### Wire density map, run 1

14 x 14 tiles, from black (low) to pale yellow (high), scaled to the fullest tile. Values are wire area over tile area, all layers added.
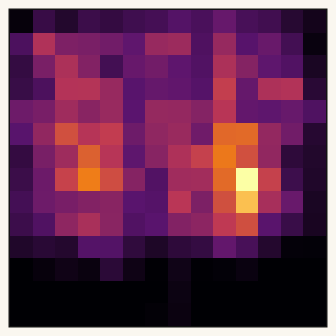
### Placement view, run 1

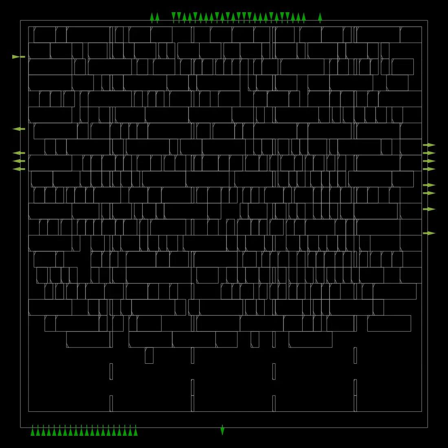
### Clock distribution, run 1

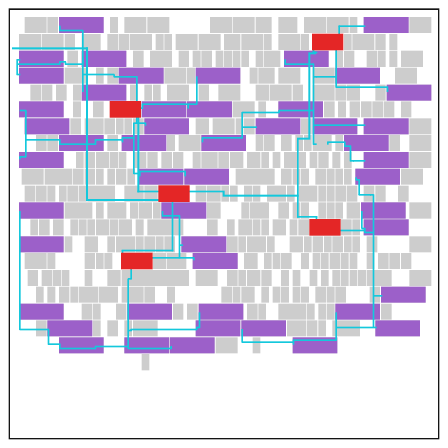
### Close-up of the layout, run 1

The bar under the picture is 10 µm long. Window x 22 to 47, y 8 to 33 µm. Cells in gray, sequential cells in the stronger gray; small squares are vias.
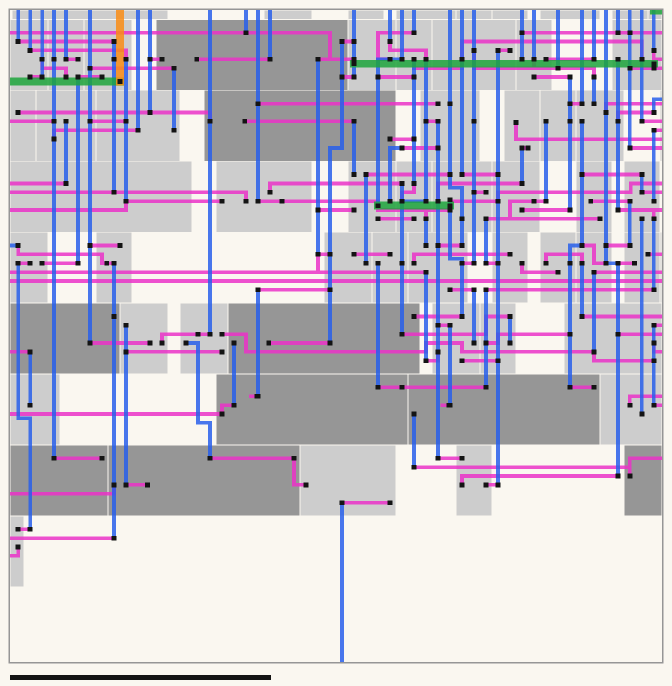
[config.mk]
export PLATFORM = sky130hd
export DESIGN_NAME = border_pad
export DESIGN_NICKNAME = d
export VERILOG_FILES = /design/src/rtl/border_pad_pkg.sv /design/src/rtl/border_pad_raster_counter.sv /design/src/rtl/border_pad.sv
export SDC_FILE = /design/constraint.sdc
export NUM_CORES = 1
export LEC_CHECK = 0
export ABC_AREA = 1
export CAP_MARGIN = 15
export CORE_UTILIZATION = 54
export CTS_BUF_LIST = sky130_fd_sc_hd__clkbuf_8
export DETAILED_ROUTE_END_ITERATION = 6
export PLACE_DENSITY = 0.95
export SETUP_SLACK_MARGIN = 0.5
export SYNTH_ARGS = -nofsm -noshare
export SYNTH_HDL_FRONTEND = slang
export SYNTH_SLANG_ARGS = --single-unit
[constraint.sdc]
create_clock -name clock_i -period 4.5 [get_ports clock_i]
set_input_delay 1.35 -clock clock_i [delete_from_list [all_inputs] [get_ports clock_i]]
set_output_delay 1.35 -clock clock_i [all_outputs]
set_load 0.02 [all_outputs]
[src/rtl/border_pad_pkg.sv]
// Shared helpers for the border padding path: border split per kernel size and
// full-frame coordinate widths/types.
package border_pad_pkg;

  localparam int DEFAULT_IMAGE_HEIGHT = 32'sd768;
  localparam int DEFAULT_IMAGE_WIDTH  = 32'sd1024;
  localparam int DEFAULT_KERNEL_SIZE  = 32'sd3;

  // Rows/columns lost before the first interior item (top/left side).
  function automatic int border_lo(input int kernel_size);
    return (kernel_size - 32'sd1) / 32'sd2;
  endfunction

  // Rows/columns lost after the last interior item; even kernels put the extra one here.
  function automatic int border_hi(input int kernel_size);
    return (kernel_size - 32'sd1) - border_lo(kernel_size);
  endfunction

  function automatic int coord_width(input int extent);
    return (extent > 32'sd1) ? $clog2(extent) : 32'sd1;
  endfunction

  localparam int DEFAULT_ROW_W = coord_width(DEFAULT_IMAGE_HEIGHT);
  localparam int DEFAULT_COL_W = coord_width(DEFAULT_IMAGE_WIDTH);

  typedef logic [DEFAULT_ROW_W-1:0] frame_row_t;
  typedef logic [DEFAULT_COL_W-1:0] frame_col_t;

endpackage

[src/rtl/border_pad_raster_counter.sv]
// raster_counter: row/column walker over a HEIGHT x WIDTH raster with wrap to
// (0,0) after the last position; is_last_o flags the final position of a frame.
module raster_counter
  import border_pad_pkg::*;
#(
  parameter int HEIGHT = DEFAULT_IMAGE_HEIGHT,
  parameter int WIDTH  = DEFAULT_IMAGE_WIDTH,
  parameter int ROW_W  = coord_width(HEIGHT),
  parameter int COL_W  = coord_width(WIDTH)
) (
  input  logic             clock_i,
  input  logic             reset_i,
  input  logic             advance_i,
  output logic [ROW_W-1:0] row_o,
  output logic [COL_W-1:0] col_o,
  output logic             is_last_o
);

  logic [ROW_W-1:0] row_q, row_d;
  logic [COL_W-1:0] col_q, col_d;
  logic             last_row_s, last_col_s;

  assign last_row_s = (row_q == ROW_W'(HEIGHT - 32'sd1));
  assign last_col_s = (col_q == COL_W'(WIDTH - 32'sd1));

  // Next position: step column, roll into the next row, wrap at end of frame.
  always_comb begin
    row_d = row_q;
    col_d = col_q;
    if (advance_i) begin
      if (last_col_s) begin
        col_d = '0;
        if (last_row_s) begin
          row_d = '0;
        end else begin
          row_d = row_q + ROW_W'(1);
        end
      end else begin
        col_d = col_q + COL_W'(1);
      end
    end else begin
      row_d = row_q;
      col_d = col_q;
    end
  end

  // Position state.
  always_ff @(posedge clock_i) begin
    if (reset_i) begin
      row_q <= '0;
      col_q <= '0;
    end else begin
      row_q <= row_d;
      col_q <= col_d;
    end
  end

  assign row_o     = row_q;
  assign col_o     = col_q;
  assign is_last_o = last_row_s && last_col_s;

endmodule

[src/rtl/border_pad.sv]
// border_pad: re-inflates a shrunken kernel result stream to full frame geometry
// by emitting PAD_VALUE at border positions. Optional BORDER_PAD_COORD_CHECK_EN
// adds a sticky coord_error_o for mis-tagged input beats.
module border_pad
  import border_pad_pkg::*;
#(
  parameter int                   ITEM_BITS    = 32'sd8,
  parameter int                   KERNEL_SIZE  = DEFAULT_KERNEL_SIZE,
  parameter int                   IMAGE_HEIGHT = DEFAULT_IMAGE_HEIGHT,
  parameter int                   IMAGE_WIDTH  = DEFAULT_IMAGE_WIDTH,
  parameter logic [ITEM_BITS-1:0] PAD_VALUE    = '0,
  localparam int                  ROW_W        = coord_width(IMAGE_HEIGHT),
  localparam int                  COL_W        = coord_width(IMAGE_WIDTH)
) (
  input  logic                 clock_i,
  input  logic                 reset_i,
  // slave side: interior results in raster order
  input  logic                 in_valid_i,
  output logic                 in_ready_o,
  input  logic [ITEM_BITS-1:0] in_data_i,
  input  logic [ROW_W-1:0]     in_row_i,
  input  logic [COL_W-1:0]     in_col_i,
  // master side: padded full frame in raster order
  output logic                 out_valid_o,
  input  logic                 out_ready_i,
  output logic [ITEM_BITS-1:0] out_data_o,
  output logic [ROW_W-1:0]     out_row_o,
  output logic [COL_W-1:0]     out_col_o
`ifdef BORDER_PAD_COORD_CHECK_EN
  ,
  output logic                 coord_error_o
`endif
);

  localparam int TOP    = border_lo(KERNEL_SIZE);
  localparam int LEFT   = border_lo(KERNEL_SIZE);
  localparam int BOTTOM = border_hi(KERNEL_SIZE);
  localparam int RIGHT  = border_hi(KERNEL_SIZE);
  localparam int INT_H  = IMAGE_HEIGHT - TOP - BOTTOM;
  localparam int INT_W  = IMAGE_WIDTH - LEFT - RIGHT;

  logic [ROW_W-1:0]     pos_row_s, rel_row_s;
  logic [COL_W-1:0]     pos_col_s, rel_col_s;
  logic                 interior_s, can_load_s, advance_s, frame_last_unused_s;
  logic                 valid_q, valid_d;
  logic [ITEM_BITS-1:0] data_q, data_d;
  logic [ROW_W-1:0]     row_q, row_d;
  logic [COL_W-1:0]     col_q, col_d;

  raster_counter #(
    .HEIGHT (IMAGE_HEIGHT),
    .WIDTH  (IMAGE_WIDTH),
    .ROW_W  (ROW_W),
    .COL_W  (COL_W)
  ) u_pos (
    .clock_i   (clock_i),
    .reset_i   (reset_i),
    .advance_i (advance_s),
    .row_o     (pos_row_s),
    .col_o     (pos_col_s),
    .is_last_o (frame_last_unused_s)
  );

  // Offsetting by TOP/LEFT makes positions above/left of the interior wrap high,
  // so one unsigned compare per axis covers both bounds.
  assign rel_row_s  = pos_row_s - ROW_W'(TOP);
  assign rel_col_s  = pos_col_s - COL_W'(LEFT);
  assign interior_s = ({1'b0, rel_row_s} < (ROW_W + 1)'(INT_H)) &&
                      ({1'b0, rel_col_s} < (COL_W + 1)'(INT_W));

  assign can_load_s = !valid_q || out_ready_i;
  assign in_ready_o = can_load_s && interior_s && !reset_i;
  assign advance_s  = can_load_s && (!interior_s || in_valid_i) && !reset_i;

  // Output register load: pad beat, forwarded interior beat, or bubble.
  always_comb begin
    valid_d = valid_q;
    data_d  = data_q;
    row_d   = row_q;
    col_d   = col_q;
    if (can_load_s) begin
      valid_d = advance_s;
      data_d  = interior_s ? in_data_i : PAD_VALUE;
      row_d   = pos_row_s;
      col_d   = pos_col_s;
    end else begin
      valid_d = valid_q;
    end
  end

  // Master output registers.
  always_ff @(posedge clock_i) begin
    if (reset_i) begin
      valid_q <= 1'b0;
      data_q  <= '0;
      row_q   <= '0;
      col_q   <= '0;
    end else begin
      valid_q <= valid_d;
      data_q  <= data_d;
      row_q   <= row_d;
      col_q   <= col_d;
    end
  end

  assign out_valid_o = valid_q;
  assign out_data_o  = data_q;
  assign out_row_o   = row_q;
  assign out_col_o   = col_q;

`ifdef BORDER_PAD_COORD_CHECK_EN
  logic coord_err_q, coord_err_d;

  always_comb begin
    coord_err_d = coord_err_q;
    if (in_valid_i && in_ready_o &&
        ((in_row_i != rel_row_s) || (in_col_i != rel_col_s))) begin
      coord_err_d = 1'b1;
    end else begin
      coord_err_d = coord_err_q;
    end
  end

  // Sticky mismatch flag, cleared only by reset.
  always_ff @(posedge clock_i) begin
    if (reset_i) begin
      coord_err_q <= 1'b0;
    end else begin
      coord_err_q <= coord_err_d;
    end
  end

  assign coord_error_o = coord_err_q;
`else
  logic coord_unused_s;
  assign coord_unused_s = ^{in_row_i, in_col_i};
`endif

endmodule

==> ci_impl_report.md, run 1 <==
## PnR job results

| Metric | Value |
|---|---|
| Top sig layer | `met4` |
| CTS clk-pin slew, worst paths | `0.09 ns` |
| M1 WL | `2560 µm` |
| Largest net degree at the start of global routing | `39` |
| Met2 Resource Use GR | `48.5%` |
| DP Area | `2870 µm²` |
| Logic share of the area | `41.8%` |
| Site row count | `24` |
| GRT overflow | `0` |
| Synthesized area | `2430 µm²` |
| Pwr Total | `0.861 mW` |
| Unrepaired setup endpoints after global routing | `false` |
| Sequential power share | `52.1%` |
| Die x size | `69.1 µm` |
| Status | `complete, no violations` |
| Final GP Congestion | `0.899` |
| Mi-comb count | `244` |
| Met3 usage | `4.39%` |
| Inst Count DP | `425` |
| Routed WL per cell | `14.2 µm` |
| All-Layer GR Usage | `27.0%` |
| CTS Hold Bufs | `0` |
| Worst reg2reg path startpoint | `u_pos.row_o[0]$_SDFFE_PP0P_` |
| Via count of the first global-routing pass | `2374` |
| Comb pwr share | `9.8%` |
| Clock buffers | `5` |
| Num ports | `62` |
| Reg2reg setup slack | `2.28 ns` |
| Peak Freq | `267 MHz` |
| Drt pass-1 iters | `6` |
| Layout area overhead | `23.0%` |
| Final setup fails | `0` |
| Critical Path RT | `3.15 ns` |
| Tmin final | `3.74 ns` |
| CTS resizes | `1` |
| Fraction of layout cells with a size suffix above 1 | `8.92%` |
| Area of the core | `4350 µm²` |
| Post-Place Setup Slack | `0.476 ns` |
| TritonCTS Buffers | `5` |
| Number of non-clock inverters | `34` |
-- 'Wire density map' (at the start) --
The fullest tile reaches 0.83. 9.7% of the tiles are over half the peak. 19% of the tiles are nearly empty. The emptiest ninth of the die: lower right. The mean over all tiles is 0.21.

-- 'Placement view' (at the start) --
# fillers: 332
post-layout util: 68.6%
flop count: 49
final std cells w/o fill: 433
Tap Cells: 52

-- 'Clock distribution' (at the start) --
clock-net drivers: marked red, count 5. clock wires: marked cyan, length 516 µm. flip-flops: marked purple, count 49.
There are 6 routed clock nets.

-- 'Close-up of the layout' (at the start) --
M3: marked green. M2: marked blue. M4: marked orange. M1: marked magenta.
Sequential cells in the window: 8. Most frequent: a21oi_1 (8), dfxtp_1 (8), nand2_1 (7). 47 logic cells have their middle in the window. Netlist names of flops here include u_pos.row_o (5), u_pos.col_o (2).

### Gate families picked out, run 1

The bar under the picture is 20 µm long.
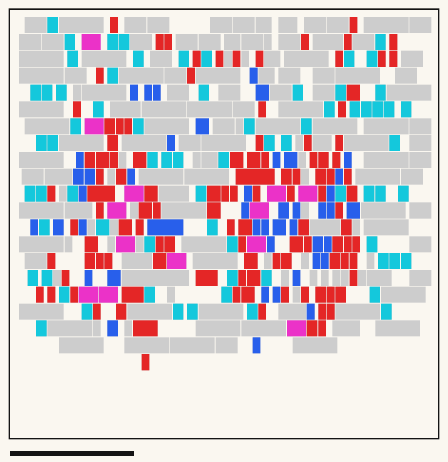

## Run 2: what changed since run 1
Settings changed: CORE_UTILIZATION 54 to 46, PLACE_DENSITY 0.95 to 0.9.
Clock period 4.5 ns to 3.2 ns, I/O delays scaled along.
### Gate families picked out, run 2

The bar under the picture is 20 µm long.
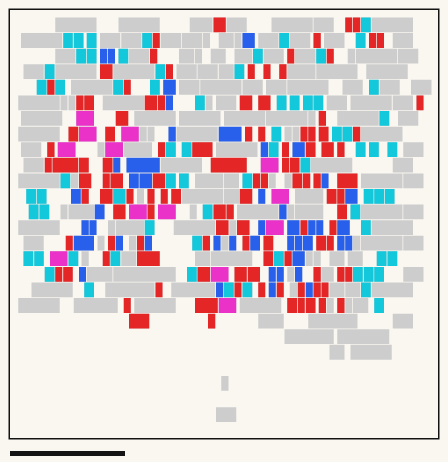
xor and xnor cells: marked magenta, cells 13, most used xor2_1. aoi and oai cells: marked cyan, cells 70, most used a21oi_1. nor cells: marked blue, cells 45, most used nor2_1. nand cells: marked red, cells 112, most used nand2_1.

### Clock distribution, run 2

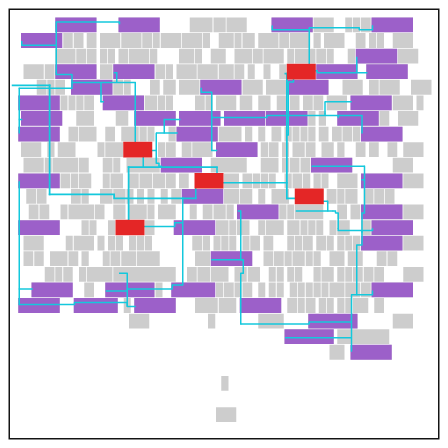
clock-net drivers: marked red, count 5. clock wires: marked cyan, length 552 µm. flip-flops: marked purple, count 49.
There are 6 routed clock nets.

==> ci_impl_report.md, run 2 <==
## PnR job results

| Metric | Value |
|---|---|
| Die x size | `74.7 µm (+8.1%)` |
| Unrepaired setup endpoints after global routing | `true` |
| Layout area overhead | `29.2%` |
| Clock buffers | `6 (+1)` |
| Synthesized area | `2430 µm² (unchanged)` |
| CTS clk-pin slew, worst paths | `0.09 ns (about the same)` |
| Status | `complete, no violations` |
| Sequential power share | `51.9% (-0.2 points)` |
| Final std cells w/o fill | `460 (+6.2%)` |
| Post-Place Setup Slack | `-0.0672 ns (-0.543 ns)` |
| Num ports | `62 (unchanged)` |
| Met3 usage | `4.15% (-0.24 points)` |
| Site row count | `26 (+8.3%)` |
| DP Area | `2900 µm² (+1.0%)` |
| Critical Path RT | `2.24 ns (-0.91 ns)` |
| Fraction of layout cells with a size suffix above 1 | `15.9% (+7.0 points)` |
| Met2 Resource Use GR | `39.9% (-8.6 points)` |
| Mi-comb count | `244 (unchanged)` |
| Area of the core | `5110 µm² (+17%)` |
| Post-layout util | `61.5% (-7.1 points)` |
| Logic share of the area | `41.3% (-0.52 points)` |
| Comb pwr share | `10.7% (+0.9 points)` |
| Final GP Congestion | `0.947 (+5.3%)` |
| Via count of the first global-routing pass | `2274 (-4.2%)` |
| Final setup fails | `0 (unchanged)` |
| Tap Cells | `70 (+35%)` |
### Wire density map, run 2

15 x 15 tiles, from black (low) to pale yellow (high), scaled to the fullest tile. Values are wire area over tile area, all layers added.
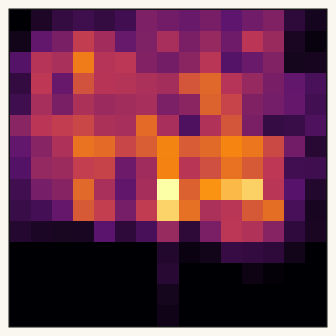
The densest ninth of the die: center. 22% of the tiles are nearly empty. The mean over all tiles is 0.18. The emptiest ninth of the die: lower left. The fullest tile reaches 0.63. 18% of the tiles are over half the peak.

Power and IR drop assume default switching activity.
